==> config.mk <==
export PLATFORM = sky130hd
export DESIGN_NAME = pipe_skid_reg
export DESIGN_NICKNAME = d
export VERILOG_FILES = /design/src/rtl/pipe_pkg.sv /design/src/rtl/pipe_skid_reg_dff_en.sv /design/src/rtl/pipe_skid_reg.sv
export SDC_FILE = /design/constraint.sdc
export NUM_CORES = 1
export LEC_CHECK = 0
export CAP_MARGIN = 20
export CORE_AREA = 2 2 92 59
export DETAILED_ROUTE_END_ITERATION = 8
export DIE_AREA = 0 0 94 61
export MAX_ROUTING_LAYER = met4
export SKIP_CTS_REPAIR_TIMING = 1
export SLEW_MARGIN = 25
export SYNTH_ARGS = -nofsm -noshare
export SYNTH_HDL_FRONTEND = slang
export SYNTH_HIERARCHICAL = 1
export SYNTH_SLANG_ARGS = --single-unit
export TNS_END_PERCENT = 5
==> constraint.sdc <==
create_clock -name clk -period 2.3 [get_ports clk]
set_input_delay 0.345 -clock clk [delete_from_list [all_inputs] [get_ports clk]]
set_output_delay 0.345 -clock clk [all_outputs]
set_load 0.05 [all_outputs]
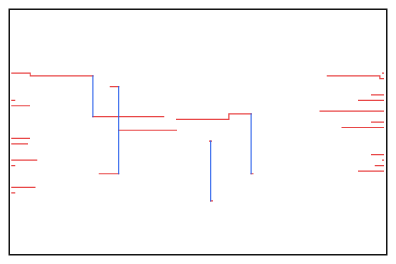
**Above:** routed metal, one color a layer.
Drawn at 4 px/µm. Two of the layers only.
| layer | color | wire length |
|---|---|---|
| M3 | red | 172 µm |
| M4 | blue | 61.9 µm |
routed wire length: 3370 µm
via count: 981

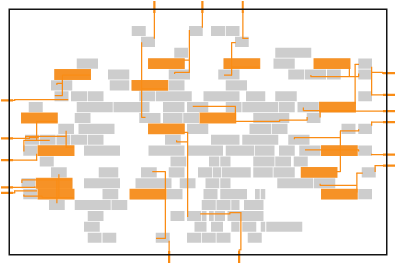
**Above:** wires at chosen ports, followed through buffers.
Drawn at 4 px/µm.
| port | color | bits | direction | edge | end cells | wire |
|---|---|---|---|---|---|---|
| out_data | orange | 16 | output | 6 right, 5 left, 3 top, 2 bottom | 16 | 451 µm |
# IOs: 41
port buffer count: 40

==> flow_metrics.env <==
# implementation run metrics
export IMPL_status="complete, no violations"
export IMPL_reg2reg_slack_ns=0.54
export IMPL_cts_clk_slew_worst_paths_ns=0.06
export IMPL_slowest_stage="clkdlybuf4s50_1"
export IMPL_antenna_cells=0
export IMPL_ys_seq_share_pct=51.2
export IMPL_n_fill_cell=433
export IMPL_synth_nets=125
export IMPL_syn_inst=104
export IMPL_dpl_cell_area_um2=2140
export IMPL_cp_start_kind="register"
export IMPL_antenna_left=0
export IMPL_fp_utilization_pct=34.1
export IMPL_arrival_ns=1.79
export IMPL_drive_gt1_share_pct=43.2
export IMPL_fp_coreArea_um2=4880
export IMPL_syn_to_final_growth_pct=33.5
export IMPL_drv_slew=0
export IMPL_crit_required_ns=1.96
export IMPL_ys_cells=104
export IMPL_cp_depth=2
export IMPL_grt_max_degree=17
export IMPL_rows=20
export IMPL_fin_nets=170
export IMPL_dp_cells=208
export IMPL_whs_ns=0.269
export IMPL_final_area_um2=2220
export IMPL_utilization_pct=45.5
export IMPL_yosysWarnings=6
export IMPL_antenna_found_initial=0
export IMPL_die_size_y_um=61
export IMPL_htree_levels=2
export IMPL_min_period_ns=2.13
export IMPL_drt_pass1_iterations=3
export IMPL_worst_slack_ns=0.168
export IMPL_relSlewSlack_pct=52.5
export IMPL_syn_area_um2=1660
export IMPL_gp_congestion=0.701
export IMPL_layout_area_seq_um2=851
export IMPL_reg2reg_depth=5
export IMPL_p_total_mw=1.85
export IMPL_rsz0062_at_grt="no"
export IMPL_clock_latency_ns=0.28
export IMPL_p_per_area_nw_per_um2=832
export IMPL_ff_type="dfrtp_1"
export IMPL_die_w_um=94
export IMPL_drv_cap=0
export IMPL_crit_chain="and2b_2 > clkdlybuf4s50_1"
export IMPL_dieArea_um2=5730
export IMPL_cp_top_family="buffers and inverters"
export IMPL_drc_errors=0
export IMPL_setup_violations=0
export IMPL_stdcell_count=214
export IMPL_power_leakage_nw=0.941
export IMPL_dp_slack_ns=0.208
export IMPL_vias_per_cell=4.58
export IMPL_skew_ns=0.00288
export IMPL_overflow=0
export IMPL_async_reset_ff_share_pct=100
export IMPL_fmax_ghz=0.469
export IMPL_place_hpwl_um=2360
export IMPL_peakVddDrop_mv=0.438
export IMPL_syn_area_per_cell_um2=16.0
export IMPL_grtUsageTotal_pct=13.8
Yosys cell counts (all sizes together) (2+ instances only):
master	n	area (µm²)
mux2	48	616
dfrtp	34	851
buf	5	77.6
inv	4	15.0
nand2b	2	20.0
nand3b	2	15.0
metal layers:
layer	GRT usage (%)	up-vias	wire (µm)
met3	3.98	9	172
li1	-	461	-
met2	19.9	28	1530
met1	18.1	483	1600
met5	-	-	0
met4	6.42	0	61
cells by family (layout without fill, tap and decap cells):
kind of cell	after synthesis	after routing	synth area share [%]
mux	48	48	37.0
flops	34	34	51.2
simple gates	10	10	5.12
buf+inv	9	53	5.57
compound gates	3	3	1.13
cell type report:
class / instances / area share, %
Multi-Input combinational cell: 61 / 32.8
Clock buffer: 6 / 3.72
Timing Repair Buffer: 43 / 20.7
Inverter: 4 / 0.676
Sequential cell: 34 / 38.3
Tap cell: 66 / 3.72
cell usage in the layout, fill, tap and decap left out, drive strengths merged, types with 2 or more instances in the layout:
master	n
mux2	48
clkdlybuf4s50	40
nand3b	2
nand2b	2
inv	4
dfrtp	34
buf	3
clkbuf	6
report_power, final:
group,switching [mW],total (mW),internal [mW],leakage [nW]
Combinational,0.315,0.613,0.299,0.486
Clock,0.197,0.427,0.231,0.0431
Sequential,0.0731,0.806,0.733,0.412
No activity file was given, so power comes from the tool's default toggle rates.
